$ cat src/rtl/down_timer_pkg.sv
// -----------------------------------------------------------------------------
// down_timer_pkg
//   Shared definitions for the down_timer block.
//   - state_t       : FSM state encoding (IDLE, RUN, EXPIRE)
//   - DEFAULT_WIDTH : default count/reload/load path width
// -----------------------------------------------------------------------------
package down_timer_pkg;

  localparam int DEFAULT_WIDTH = 4;

  typedef enum logic [1:0] {
    IDLE   = 2'b00,
    RUN    = 2'b01,
    EXPIRE = 2'b10
  } state_t;

endpackage : down_timer_pkg

$ cat src/rtl/down_timer_cnt.sv
// -----------------------------------------------------------------------------
// down_timer_cnt
//   WIDTH-bit count register with load, decrement and hold. Load wins over
//   decrement; with neither asserted the value holds. The controlling FSM
//   guarantees dec is never asserted at zero.
//
// Ports
//   clk     in   clock, rising-edge active
//   clr_n   in   asynchronous active-low clear (count -> 0)
//   ld      in   synchronous load strobe
//   ld_val  in   [WIDTH] value captured on ld
//   dec     in   synchronous decrement strobe
//   count   out  [WIDTH] registered count
// -----------------------------------------------------------------------------
module down_timer_cnt
  import down_timer_pkg::*;
#(
  parameter int WIDTH = DEFAULT_WIDTH
) (
  input  logic             clk,
  input  logic             clr_n,
  input  logic             ld,
  input  logic [WIDTH-1:0] ld_val,
  input  logic             dec,
  output logic [WIDTH-1:0] count
);

  // NOTE: sequential state is written with non-blocking assignments only, so
  // every register samples its inputs as they were before the clock edge.
  always_ff @(posedge clk or negedge clr_n) begin
    if (!clr_n) begin
      count <= '0;
    end else if (ld) begin
      count <= ld_val;
    end else if (dec) begin
      count <= count - WIDTH'(1);
    end
  end

endmodule : down_timer_cnt

$ cat src/rtl/down_timer.sv
// -----------------------------------------------------------------------------
// down_timer
//   Loadable down-counter with terminal-count pulse and optional auto-reload.
//   FSM: IDLE -> (load!=0) -> RUN -> (count reaches 0) -> EXPIRE ->
//        RUN (reload_en and reload!=0, count restored) or IDLE.
//   tc and busy decode from the state register only.
//
// Configuration
//   DOWN_TIMER_PRST_EN : adds input prst; prst=1 sets count to all-ones and
//                        state to RUN (reload unchanged), below clr_n and
//                        above load in priority.
//
// Ports
//   clk        in   clock, rising-edge active
//   clr_n      in   asynchronous active-low reset
//   prst       in   synchronous preset (only with DOWN_TIMER_PRST_EN)
//   load       in   synchronous load strobe
//   load_val   in   [WIDTH] start value for count and reload register
//   en         in   count enable (effective in RUN only)
//   reload_en  in   auto-reload select, sampled in EXPIRE
//   count      out  [WIDTH] current count
//   tc         out  high while state is EXPIRE
//   busy       out  high while state is not IDLE
// -----------------------------------------------------------------------------
module down_timer
  import down_timer_pkg::*;
#(
  parameter int WIDTH = DEFAULT_WIDTH
) (
  input  logic             clk,
  input  logic             clr_n,
`ifdef DOWN_TIMER_PRST_EN
  input  logic             prst,
`endif
  input  logic             load,
  input  logic [WIDTH-1:0] load_val,
  input  logic             en,
  input  logic             reload_en,
  output logic [WIDTH-1:0] count,
  output logic             tc,
  output logic             busy
);

  state_t           state, state_nxt;
  logic [WIDTH-1:0] reload, reload_nxt;
  logic             cnt_ld, cnt_dec;
  logic [WIDTH-1:0] cnt_val;

  // NOTE: every signal driven here gets a default first, so no path through
  // the block leaves it unassigned and no latch is inferred.
  always_comb begin
    state_nxt  = state;
    reload_nxt = reload;
    cnt_ld     = 1'b0;
    cnt_dec    = 1'b0;
    cnt_val    = load_val;

`ifdef DOWN_TIMER_PRST_EN
    if (prst) begin
      cnt_ld    = 1'b1;
      cnt_val   = '1;
      state_nxt = RUN;
    end else
`endif
    if (load) begin
      cnt_ld     = 1'b1;
      cnt_val    = load_val;
      reload_nxt = load_val;
      state_nxt  = (load_val != '0) ? RUN : IDLE;
    end else begin
      unique case (state)
        RUN: begin
          if (en) begin
            if (count == WIDTH'(1)) begin
              cnt_dec   = 1'b1;
              state_nxt = EXPIRE;
            end else if (count != '0) begin
              // Zero in RUN is unreachable; the guard only prevents a wrap.
              cnt_dec = 1'b1;
            end
          end
        end
        EXPIRE: begin
          if (reload_en && (reload != '0)) begin
            cnt_ld    = 1'b1;
            cnt_val   = reload;
            state_nxt = RUN;
          end else begin
            state_nxt = IDLE;
          end
        end
        default: state_nxt = state;
      endcase
    end
  end

  always_ff @(posedge clk or negedge clr_n) begin
    if (!clr_n) begin
      state  <= IDLE;
      reload <= '0;
    end else begin
      state  <= state_nxt;
      reload <= reload_nxt;
    end
  end

  down_timer_cnt #(
    .WIDTH (WIDTH)
  ) u_cnt (
    .clk    (clk),
    .clr_n  (clr_n),
    .ld     (cnt_ld),
    .ld_val (cnt_val),
    .dec    (cnt_dec),
    .count  (count)
  );

  assign tc   = (state == EXPIRE);
  assign busy = (state != IDLE);

endmodule : down_timer

$ cat config.mk
export PLATFORM = sky130hd
export DESIGN_NAME = down_timer
export DESIGN_NICKNAME = d
export VERILOG_FILES = /design/src/rtl/down_timer_pkg.sv /design/src/rtl/down_timer_cnt.sv /design/src/rtl/down_timer.sv
export SDC_FILE = /design/constraint.sdc
export NUM_CORES = 1
export LEC_CHECK = 0
export ABC_AREA = 1
export CAP_MARGIN = 10
export CELL_PAD_IN_SITES_DETAIL_PLACEMENT = 1
export CELL_PAD_IN_SITES_GLOBAL_PLACEMENT = 1
export CORE_UTILIZATION = 36
export DETAILED_ROUTE_END_ITERATION = 8
export PLACE_DENSITY = 0.87
export SYNTH_ARGS = -nofsm -noshare
export SYNTH_HDL_FRONTEND = slang
export SYNTH_SLANG_ARGS = --single-unit
$ cat constraint.sdc
create_clock -name clk -period 3.7 [get_ports clk]
set_input_delay 0.74 -clock clk [delete_from_list [all_inputs] [get_ports clk]]
set_output_delay 0.74 -clock clk [all_outputs]
set_load 0.01 [all_outputs]
==> flow_metrics.env, run 1 <==
# implementation run metrics
export IMPL_status="completed"
export IMPL_power_mw=0.370
export IMPL_hold_depth=2
export IMPL_route_detailed_drc=0
export IMPL_drive_above_1_share_pct=17.1
export IMPL_worst_path_stages=4
export IMPL_diodes=0
export IMPL_dp_hpwl_um=1350
export IMPL_avgViaCountPerCell=4.99
export IMPL_avgSynthCellArea_um2=7.32
export IMPL_drt_met1_wl_um=695
export IMPL_clk_pin_slew_ns=0.07
export IMPL_edf_count=0
export IMPL_yosys_warnings=0
export IMPL_share_comb_of_total_power_pct=34.8
export IMPL_cts_buffers=3
export IMPL_grt_max_degree=11
export IMPL_clk_power_mw=0.0989
export IMPL_cts_tree="yes"
export IMPL_crit_path_max_incr_delay_ns=0.53
export IMPL_die_size_y_um=44.1
export IMPL_crit_buf_inv=3
export IMPL_yosys_area_share_xor_xnor_pct=1.38
export IMPL_overflow=0
export IMPL_dr_max_layer_used="met4"
export IMPL_setup_tns_ns=0
export IMPL_grt_pass1_vias=660
export IMPL_busiest_layer="met2"
export IMPL_final_setup_viol_count=0
export IMPL_syn_to_final_growth_pct=30.8
export IMPL_synth_cellmix_compoundShare_pct=4.13
export IMPL_clock_latency_ns=0.27
export IMPL_tool_warnings=27
export IMPL_seqPwrFrac_pct=38.5
export IMPL_yosysChipArea_um2=637
export IMPL_top_area_cell="dfrtp_1"
export IMPL_cp_startpoint="state[0]$_DFFE_PN0P_"
## run 1: how the worst max path moves through the flow
stage	to	slack (ns)
2_1_floorplan	u_cnt.count[3]$_DFFE_PN0P_	2.35
5_1_grt	tc	1.44
6_report	tc	1.52
4_1_cts	tc	1.50
3_5_place_dp	u_cnt.count[1]$_DFFE_PN0P_	1.67
3_3_place_gp	u_cnt.count[1]$_DFFE_PN0P_	1.74
## run 1: final cells by class
cell class | instances | area, µm²
Inverter | 11 | 43.8
Clock buffer | 4 | 36.3
Timing Repair Buffer | 14 | 140
Fill cell | 197 | 743
Multi-Input combinational cell | 66 | 343
Tap cell | 16 | 20.0
Sequential cell | 10 | 250
Run 1, wiring by layer:
Scale: 8 px per µm. Two of the layers only.
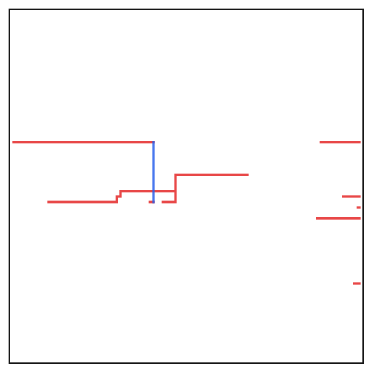
- red: metal 3 (wire length 62.0 µm)
- blue: metal 4 (wire length 7.50 µm)
drt total wl: 1660 µm
GRT Total Usage: 21.2%
WL per Instance: 13.7 µm

Run 1, nets reached from selected ports:
Scale: 12 px per µm.
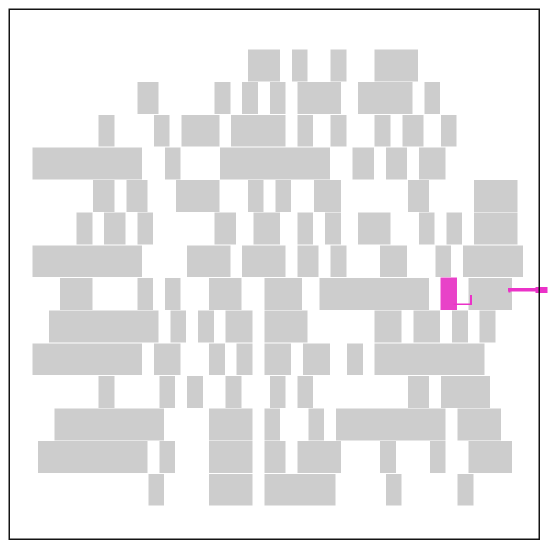
- magenta: busy (bits 1; direction output; end cells 1; buffers 1; wire 4.30 µm)
# IOs: 15
Port Buffers: 14

Run 1, signal metal coverage by tile:
Scale: 8 px per µm. 9 x 9 tiles, from dark blue (low) to red (high), scaled to the fullest tile. Values are wire area over tile area, all layers added.
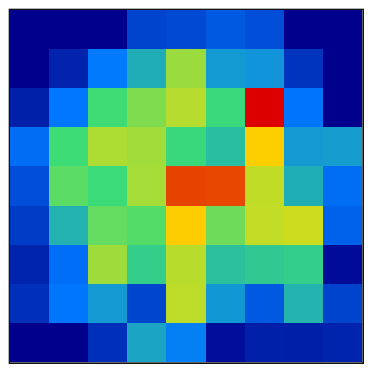
- fullest tile: 0.39
- mean over tiles: 0.13
- emptiest ninth of the die: top left
- tiles over half the peak: 28%
- nearly empty tiles: 12%
- densest ninth of the die: middle
vias: 604

Run 1, cell placement:
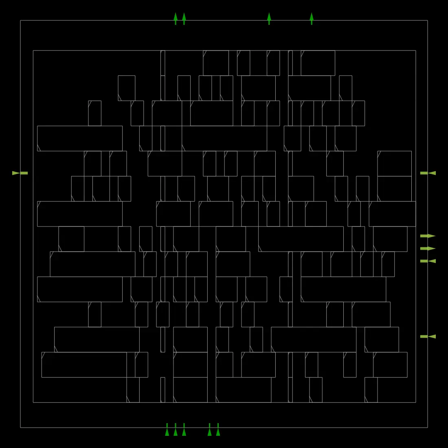
Core Region: 1580 µm²
fillcell total: 197
num rows: 14

==> run 2: changes to the inputs <==
--- a/config.mk
+++ b/config.mk
@@ -9,9 +9,9 @@
 export CAP_MARGIN = 10
 export CELL_PAD_IN_SITES_DETAIL_PLACEMENT = 1
 export CELL_PAD_IN_SITES_GLOBAL_PLACEMENT = 1
-export CORE_UTILIZATION = 36
+export CORE_UTILIZATION = 33
 export DETAILED_ROUTE_END_ITERATION = 8
-export PLACE_DENSITY = 0.87
+export PLACE_DENSITY = 0.81
 export SYNTH_ARGS = -nofsm -noshare
 export SYNTH_HDL_FRONTEND = slang
 export SYNTH_SLANG_ARGS = --single-unit
==> constraint.sdc (replaced) <==
create_clock -name clk -period 2.1 [get_ports clk]
set_input_delay 0.42 -clock clk [delete_from_list [all_inputs] [get_ports clk]]
set_output_delay 0.42 -clock clk [all_outputs]
set_load 0.01 [all_outputs]
Run 2, sequential cells colored by netlist name:
Scale: 12 px per µm.
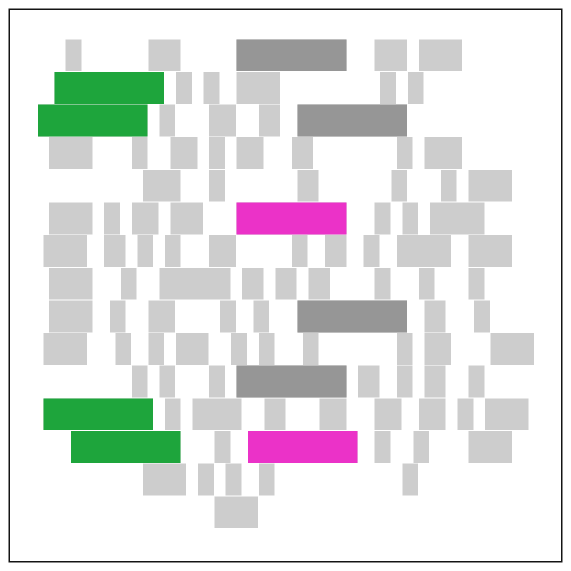
- green: reload (sequential cells 4)
- magenta: state (sequential cells 2)
- not colored: 4
Flop area: 250 µm²
fraction of area in registers: 30.1%
Util after Layout: 47.1%
seq pwr: 0.250 mW

==> flow_metrics.env, run 2 <==
# implementation run metrics
export IMPL_crit_path_max_incr_delay_ns=0.52
export IMPL_synth_cellmix_compoundShare_pct=4.13
export IMPL_status="completed"
export IMPL_clock_latency_ns=0.27
export IMPL_clk_pin_slew_ns=0.06
export IMPL_routedWlPerCell_um=11.8
export IMPL_route_detailed_drc=0
export IMPL_power_mw=0.611
export IMPL_overflow=0
export IMPL_cp_startpoint="state[0]$_DFFE_PN0P_"
export IMPL_port_buffers=14
export IMPL_wl_um=1520
export IMPL_grt_max_degree=11
export IMPL_final_setup_viol_count=0
export IMPL_rows=15
export IMPL_yosysChipArea_um2=637
export IMPL_ios=15
export IMPL_cts_tree="yes"
export IMPL_busiest_layer="met2"
export IMPL_crit_path_end="tc"
export IMPL_num_vias=603
export IMPL_top_area_cell="dfrtp_1"
export IMPL_grt_pass1_vias=622
export IMPL_diodes=0
export IMPL_die_size_y_um=45.9
export IMPL_fp_coreArea_um2=1760
export IMPL_dr_max_layer_used="met4"
export IMPL_drive_above_1_share_pct=16.3
export IMPL_syn_to_final_growth_pct=30.5
-- run 2: cell counts after synthesis --
No cell type changed its count.
-- run 2: critical path, delay by kind of cell (launching register included) --
family,cells,cell delay (ns)
buf+inv,3,0.67
flops,1,0.42
simple gates,1,0.08
-- run 2: area by class of cell --
type                            instances  area, µm²
Fill cell                             259        933
Clock buffer                            3       22.5
Sequential cell                        10        250
Multi-Input combinational cell         66        343
Tap cell                               25       31.3
Inverter                               11       43.8
Timing Repair Buffer                   14        140
-- run 2: where the power goes --
part / total, mW / switching (mW) / leakage [nW] / internal [mW]
clock network: 0.135 / 0.0687 / 0.0138 / 0.0664
registers: 0.250 / 0.0296 / 0.120 / 0.221
logic: 0.225 / 0.121 / 0.276 / 0.104
total: 0.611 / 0.219 / 0.409 / 0.391
==> run 3: changes to the inputs <==
--- a/config.mk
+++ b/config.mk
@@ -9,9 +9,10 @@
 export CAP_MARGIN = 10
 export CELL_PAD_IN_SITES_DETAIL_PLACEMENT = 1
 export CELL_PAD_IN_SITES_GLOBAL_PLACEMENT = 1
-export CORE_UTILIZATION = 33
+export CORE_UTILIZATION = 36
 export DETAILED_ROUTE_END_ITERATION = 8
-export PLACE_DENSITY = 0.81
+export PLACE_DENSITY = 0.87
 export SYNTH_ARGS = -nofsm -noshare
 export SYNTH_HDL_FRONTEND = slang
 export SYNTH_SLANG_ARGS = --single-unit
+export TNS_END_PERCENT = 30
==> constraint.sdc (replaced) <==
create_clock -name clk -period 2.26 [get_ports clk]
set_input_delay 0.452 -clock clk [delete_from_list [all_inputs] [get_ports clk]]
set_output_delay 0.452 -clock clk [all_outputs]
set_load 0.01 [all_outputs]
Run 3, signal metal coverage by tile:
Scale: 8 px per µm. 9 x 9 tiles, from dark blue (low) to red (high), scaled to the fullest tile. Values are wire area over tile area, all layers added.
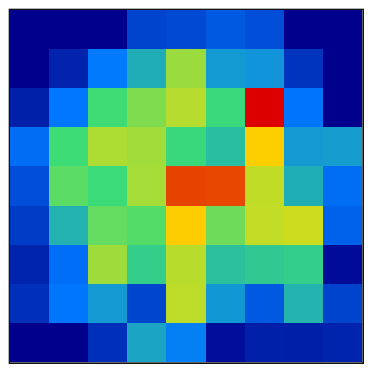
- mean over tiles: 0.13
- tiles over half the peak: 28%
- nearly empty tiles: 12%
- densest ninth of the die: middle
- fullest tile: 0.39

==> flow_metrics.env, run 3 <==
# implementation run metrics
export IMPL_grt_max_degree=11
export IMPL_wl_um=1660
export IMPL_worst_path_stages=4
export IMPL_power_mw=0.605
export IMPL_routedWlPerCell_um=13.7
export IMPL_dp_hpwl_um=1350
export IMPL_syn_to_final_growth_pct=30.8
export IMPL_largestClassByArea="logic gates"
export IMPL_n_all_inverters=11
export IMPL_postLayoutCoreUtil_pct=52.9
export IMPL_grt_pass1_vias=660
export IMPL_drive_above_1_share_pct=17.1
export IMPL_r2r_end="u_cnt.count[3]$_DFFE_PN0P_"
export IMPL_num_fill_cells=197
export IMPL_comb_share_pct=41.1
export IMPL_seq_area_share_pct=30.0
export IMPL_buffers=14
export IMPL_dr_max_layer_used="met4"
export IMPL_edf_count=0
export IMPL_path_delay_family="buffers and inverters"
export IMPL_route_detailed_drc=0
export IMPL_busiest_layer="met2"
export IMPL_avgSynthCellArea_um2=7.32
export IMPL_diodes=0
export IMPL_tap_cells=16
export IMPL_drt_met1_wl_um=695
export IMPL_nMultiInputCombCells=66
export IMPL_ios=15
export IMPL_status="completed"
export IMPL_avgViaCountPerCell=4.99
export IMPL_die_size_y_um=44.1
export IMPL_buf_share_pct=16.8
export IMPL_clock_buffers=4
export IMPL_clock_area_share_pct=4.35
export IMPL_num_vias=604
export IMPL_cts_tree="yes"
export IMPL_crit_path_max_incr_delay_ns=0.53
export IMPL_setup_tns_ns=0
export IMPL_port_buffers=14
export IMPL_grt_usage_pct=21.2
export IMPL_yosys_warnings=0
export IMPL_tool_warnings=27
export IMPL_final_setup_viol_count=0
export IMPL_ff_count=10
export IMPL_cp_startpoint="state[0]$_DFFE_PN0P_"
export IMPL_yosysChipArea_um2=637
export IMPL_area_combinational_um2=343
export IMPL_crit_buf_inv=3
export IMPL_cts_buffers=3
==> run 3: cell counts after synthesis <==
Identical to the previous run, type by type.
==> run 3: kinds of logic (layout without fill, tap and decap cells) <==
logic type | after synthesis | after routing | synth area share, %
adders and majority gates | 2 | 2 | 3.93
xor gates and xnor gates | 1 | 1 | 1.38
AOI/OAI and AO/OA | 3 | 3 | 4.12
buffers and inverters | 11 | 29 | 6.88
and+or+nand+nor | 60 | 60 | 44.4
DFF | 10 | 10 | 39.3
==> run 3: where the power goes <==
| group | leakage (nW) | internal (mW) | switching, mW |
|---|---|---|---|
| combinational | 0.276 | 0.0971 | 0.113 |
| sequential | 0.120 | 0.205 | 0.0276 |
| clock | 0.0210 | 0.0977 | 0.0642 |
Power and IR drop assume default switching activity.
